layer_met1.png
Scale bar: 20 um. Supply wires on this layer in gray.
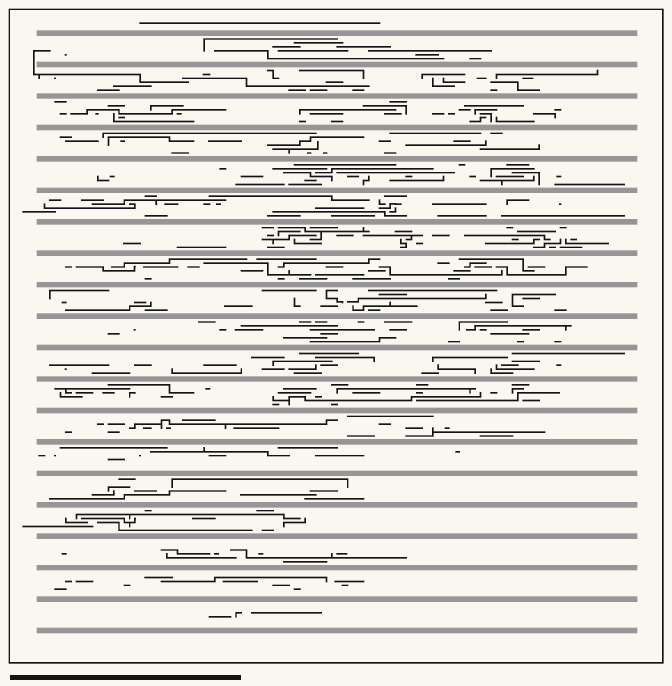
layer_met2.png
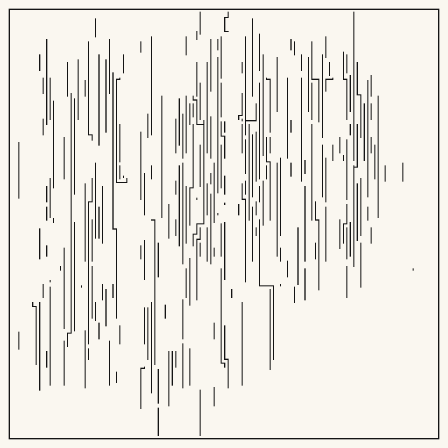
**config.mk**
```make
export PLATFORM = sky130hd
export DESIGN_NAME = irda_sir_tx
export DESIGN_NICKNAME = d
export VERILOG_FILES = /design/src/rtl/irda_sir_tx.sv
export SDC_FILE = /design/constraint.sdc
export NUM_CORES = 1
export LEC_CHECK = 0
export CORE_MARGIN = 2
export CORE_UTILIZATION = 55
export DETAILED_ROUTE_END_ITERATION = 16
export DONT_BUFFER_PORTS = 1
export PLACE_DENSITY = 0.8
export SYNTH_ARGS = -nofsm -noshare
export SYNTH_HDL_FRONTEND = slang
export SYNTH_SLANG_ARGS = --single-unit
```
**constraint.sdc**
```tcl
create_clock -name CLK -period 4.2 [get_ports CLK]
set_clock_uncertainty 0.15 [all_clocks]
set_input_delay 0.84 -clock CLK [delete_from_list [all_inputs] [get_ports CLK]]
set_output_delay 0.84 -clock CLK [all_outputs]
set_load 0.03 [all_outputs]
```
**src/rtl/irda_sir_tx.sv**
```systemverilog
// ---------------------------------------------------------------------------
// irda_sir_tx
//
// IrDA SIR transmitter for the iCEstick IR transceiver. Bytes arrive on a
// valid/ready port and are framed UART-style (start bit, 8 data bits LSB
// first, stop bit). Each bit cell is BIT_CLKS clocks long. A 0 cell is sent
// as a PULSE_CLKS-wide high pulse at the start of the cell. A 1 cell keeps
// the line low. A one-entry holding register lets the producer queue the
// next byte while the current frame is still on the wire, so frames can run
// back to back with no gap.
//
// Ports:
//   CLK         system clock (12 MHz on the iCEstick)
//   RST         synchronous, active-high reset; aborts any frame in flight
//   data_in     byte to transmit, captured when data_valid && data_ready
//   data_valid  producer has a byte on data_in
//   data_ready  holding register is empty (held low during reset)
//   irda_txd    registered drive for the IR transceiver TXD pin
//   busy        a frame is being sent or a byte is waiting in the hold
// ---------------------------------------------------------------------------
module irda_sir_tx #(
    parameter int BIT_CLKS   = 104,
    parameter int PULSE_CLKS = 20
) (
    input  logic       CLK,
    input  logic       RST,
    input  logic [7:0] data_in,
    input  logic       data_valid,
    output logic       data_ready,
    output logic       irda_txd,
    output logic       busy
);

    localparam int CW = (BIT_CLKS > 1) ? $clog2(BIT_CLKS) : 1;
    localparam logic [CW-1:0] CELL_LAST = CW'(BIT_CLKS - 1);
    localparam logic [CW-1:0] PULSE_END = CW'(PULSE_CLKS);

    typedef enum logic [1:0] {
        IDLE,
        START,
        DATA,
        STOP
    } state_t;

    state_t        state;
    state_t        state_next;
    logic [CW-1:0] cell_cnt;
    logic [CW-1:0] cell_cnt_next;
    logic [2:0]    bit_idx;
    logic [2:0]    bit_idx_next;
    logic [7:0]    shifter;
    logic [7:0]    shifter_next;
    logic [7:0]    hold;
    logic          hold_full;
    logic          hold_drain;
    logic          transfer;
    logic          cell_end;
    logic          cell_val;
    logic          txd_next;

    // The hold can only be refilled when it is empty, so a transfer and a
    // drain never coincide. Reset forces data_ready low so nothing is
    // accepted on the reset edge itself.
    assign data_ready = !hold_full && !RST;
    assign transfer   = data_valid && data_ready;
    assign busy       = (state != IDLE) || hold_full;
    assign cell_end   = (cell_cnt == CELL_LAST);

    // Logical value of the cell currently being sent. IDLE behaves like a
    // 1 cell so the line stays quiet between frames.
    always_comb begin
        cell_val = 1'b1;
        case (state)
            START:   cell_val = 1'b0;
            DATA:    cell_val = shifter[bit_idx];
            default: cell_val = 1'b1;
        endcase
    end

    // RZI encoding: a 0 cell drives a pulse for the first PULSE_CLKS clocks
    // of the cell. This is registered below, so the pin lags the counter by
    // one clock, which is what gives the two-cycle start latency.
    assign txd_next = !cell_val && (cell_cnt < PULSE_END);

    // Next-state logic. Every non-idle state spends exactly BIT_CLKS clocks
    // per cell. Leaving STOP with a byte already held jumps straight into
    // START so consecutive frames are exactly 10 cells apart.
    always_comb begin
        state_next    = state;
        cell_cnt_next = cell_cnt;
        bit_idx_next  = bit_idx;
        shifter_next  = shifter;
        hold_drain    = 1'b0;

        case (state)
            IDLE: begin
                if (hold_full) begin
                    hold_drain    = 1'b1;
                    shifter_next  = hold;
                    cell_cnt_next = '0;
                    bit_idx_next  = 3'd0;
                    state_next    = START;
                end
            end

            START: begin
                if (cell_end) begin
                    cell_cnt_next = '0;
                    bit_idx_next  = 3'd0;
                    state_next    = DATA;
                end else begin
                    cell_cnt_next = cell_cnt + CW'(1);
                end
            end

            DATA: begin
                if (cell_end) begin
                    cell_cnt_next = '0;
                    if (bit_idx == 3'd7) begin
                        bit_idx_next = 3'd0;
                        state_next   = STOP;
                    end else begin
                        bit_idx_next = bit_idx + 3'd1;
                    end
                end else begin
                    cell_cnt_next = cell_cnt + CW'(1);
                end
            end

            STOP: begin
                if (cell_end) begin
                    cell_cnt_next = '0;
                    bit_idx_next  = 3'd0;
                    if (hold_full) begin
                        hold_drain   = 1'b1;
                        shifter_next = hold;
                        state_next   = START;
                    end else begin
                        state_next   = IDLE;
                    end
                end else begin
                    cell_cnt_next = cell_cnt + CW'(1);
                end
            end

            default: begin
                cell_cnt_next = '0;
                bit_idx_next  = 3'd0;
                state_next    = IDLE;
            end
        endcase
    end

    // State, counters, shifter, holding register and the TXD flop. Reset
    // drops everything, including a held byte, so an interrupted frame never
    // resumes.
    always_ff @(posedge CLK) begin
        if (RST) begin
            state     <= IDLE;
            cell_cnt  <= '0;
            bit_idx   <= 3'd0;
            shifter   <= 8'h00;
            hold      <= 8'h00;
            hold_full <= 1'b0;
            irda_txd  <= 1'b0;
        end else begin
            state    <= state_next;
            cell_cnt <= cell_cnt_next;
            bit_idx  <= bit_idx_next;
            shifter  <= shifter_next;
            irda_txd <= txd_next;
            if (transfer) begin
                hold      <= data_in;
                hold_full <= 1'b1;
            end else if (hold_drain) begin
                hold_full <= 1'b0;
            end
        end
    end

endmodule

```
==> results.ini <==
[synth]
synth.yosys.seq_area_share=0.398
yosys_warnings=0
adder_area_share=0.0663
yosys_register_bits=30
synth_stat.cells=156
postSynth.topFlopCell=sky130_fd_sc_hd__dfxtp_1
yosys-dominant-comb-family=simple AND/OR/NAND/NOR gates
enable_flop_cells=0
synth.area.mux_share=0.143
synth_cell_types=41
synth.cellmix.compoundShare=0.111
yosysTopAreaCell=sky130_fd_sc_hd__dfxtp_1
synth_nets=175
syn_avg_cell_area_sq_um=9.68
ys_sh_xor=0.0232
cell_area_after_technology_mapping_sq_um=1510
top_cell=sky130_fd_sc_hd__dfxtp_1
netlist_top_cells_count=30 x sky130_fd_sc_hd__dfxtp_1, 17 x sky130_fd_sc_hd__nand2b_1, 16 x sky130_fd_sc_hd__mux2i_1, 16 x sky130_fd_sc_hd__nor2_1
async_flop_share=0

[power]
p_sw_frac=0.385
power_density_nw_per_um2=524
clk-power_mw=0.181
maxPowerGroup=registers
power.leakage_nw=0.583
pwr-share-clk=0.218
power.total_mw=0.831
switching_power_mw=0.320
p_int_mw=0.511
powerComb_mw=0.293
power.share.sequential=0.430
comb_power_share=0.353

[cts]
clk_root_buffer_cell=sky130_fd_sc_hd__clkbuf_4
numCtsBuffers=5
cts_resized=0
cts-hold-fix-buffers=0
htree_levels=2
clockBufferDepth=2
clkSinkCount=30
clk_pin_slew_worst_paths_ps=90

[setup_path]
critPathKind=reg -> out
critical_path_cell_count=4
start_kind=flip-flop
crit_path_end_kind=output pin
required_ps=3210
r2r-start=state[0]$_SDFFE_PP0P_
critical_path_at_ps=2090
reg2reg_to=cell_cnt[4]$_SDFFE_PP0P_
slowest_stage=sky130_fd_sc_hd__clkinv_1
cpLargestDelayFamily=buffers and inverters
crit_end=busy

[timing]
hold_slack_ps=327
fmax_mhz=325
final.period_utilization=0.733
grt_setup_unrepaired=false
final_critical_path_time_including_i_o_delays_and_setup_ps=3080
report.final.hold_viol_count=0
pin_slew_with_the_least_headroom_to_its_limit_ps=973

[floorplanning]
pin_count=14
fp.coreArea_sq_um=2690
floorplan.rows=19
floorplan.die_area_sq_um=3180

[place]
place_congestion=0.860
pre_cts_slack_ps=1510
post_dp_cell_area_sq_um=1520
number_of_placed_instances_with_taps_included=181
place.detailed.hpwl_um=1980

[min_path]
holdPathStages=2
worst_hold_path.endpoint=shifter[3]$_SDFFE_PP0P_
min_path_type=reg -> reg

[final_layout]
layout-drive-gt1-share=0.114
design.final.nets=176
n_antenna_cell=0
stdcell_count=189
layout_top_cells=30 x sky130_fd_sc_hd__dfxtp_1, 17 x sky130_fd_sc_hd__nand2b_1, 16 x sky130_fd_sc_hd__nor2_1, 16 x sky130_fd_sc_hd__mux2i_1
final_common_cell=sky130_fd_sc_hd__dfxtp_1
syn_to_final_growth_pct=4.89

[global_route]
grt_start_max_net_pins=36
antenna_found_initial=0
grt_pass1_vias=1104
first_pass_grt_wire_length_um=4550

[route]
drt_iter0_markers=62
drc=0
routed_length_per_placed_instance_um=14.6

[status]
outcome=complete, no violations

-- layer_met1.png (at the start) --
nets with wire on the layer: 159
longest straight run: 20.7 um
met1 Track Usage GR: 0.206
total wirelength of the detailed-routed design: 2750 um
vias after detailed routing: 1104

-- layer_met2.png (at the start) --
nets with wire on the layer: 154
share of all routed wire: 50%
longest straight run: 31.6 um
wire length on this layer: 1390 um

## final cells by class
class / instances / area [sq um]
fillers: 243 / 1100
multi-input cells: 117 / 873
flip-flops and latches: 30 / 601
clock buffers: 7 / 55.1
well taps: 31 / 38.8
inverters: 3 / 11.3
clock inverters: 1 / 5.00
## per-layer routing
metal	wire (um)	GRT usage
met1	1210	0.206
met2	1390	0.329
met3	106	0.0691
met4	47	0.0816
met5	0	0
## flip-flops by register name (all words and copies together) (netlist names)
name	flops
irda_txd	1
shifter	8
cell_cnt	7
hold_full	1
hold	8
bit_idx	3
state	2
## worst min-delay path, cell delays in order, from the launching register on
cell	delay, ps
sky130_fd_sc_hd__dfxtp_1	320
sky130_fd_sc_hd__nand2b_1	60
sky130_fd_sc_hd__mux2i_1	60
Power and IR drop assume default switching activity.
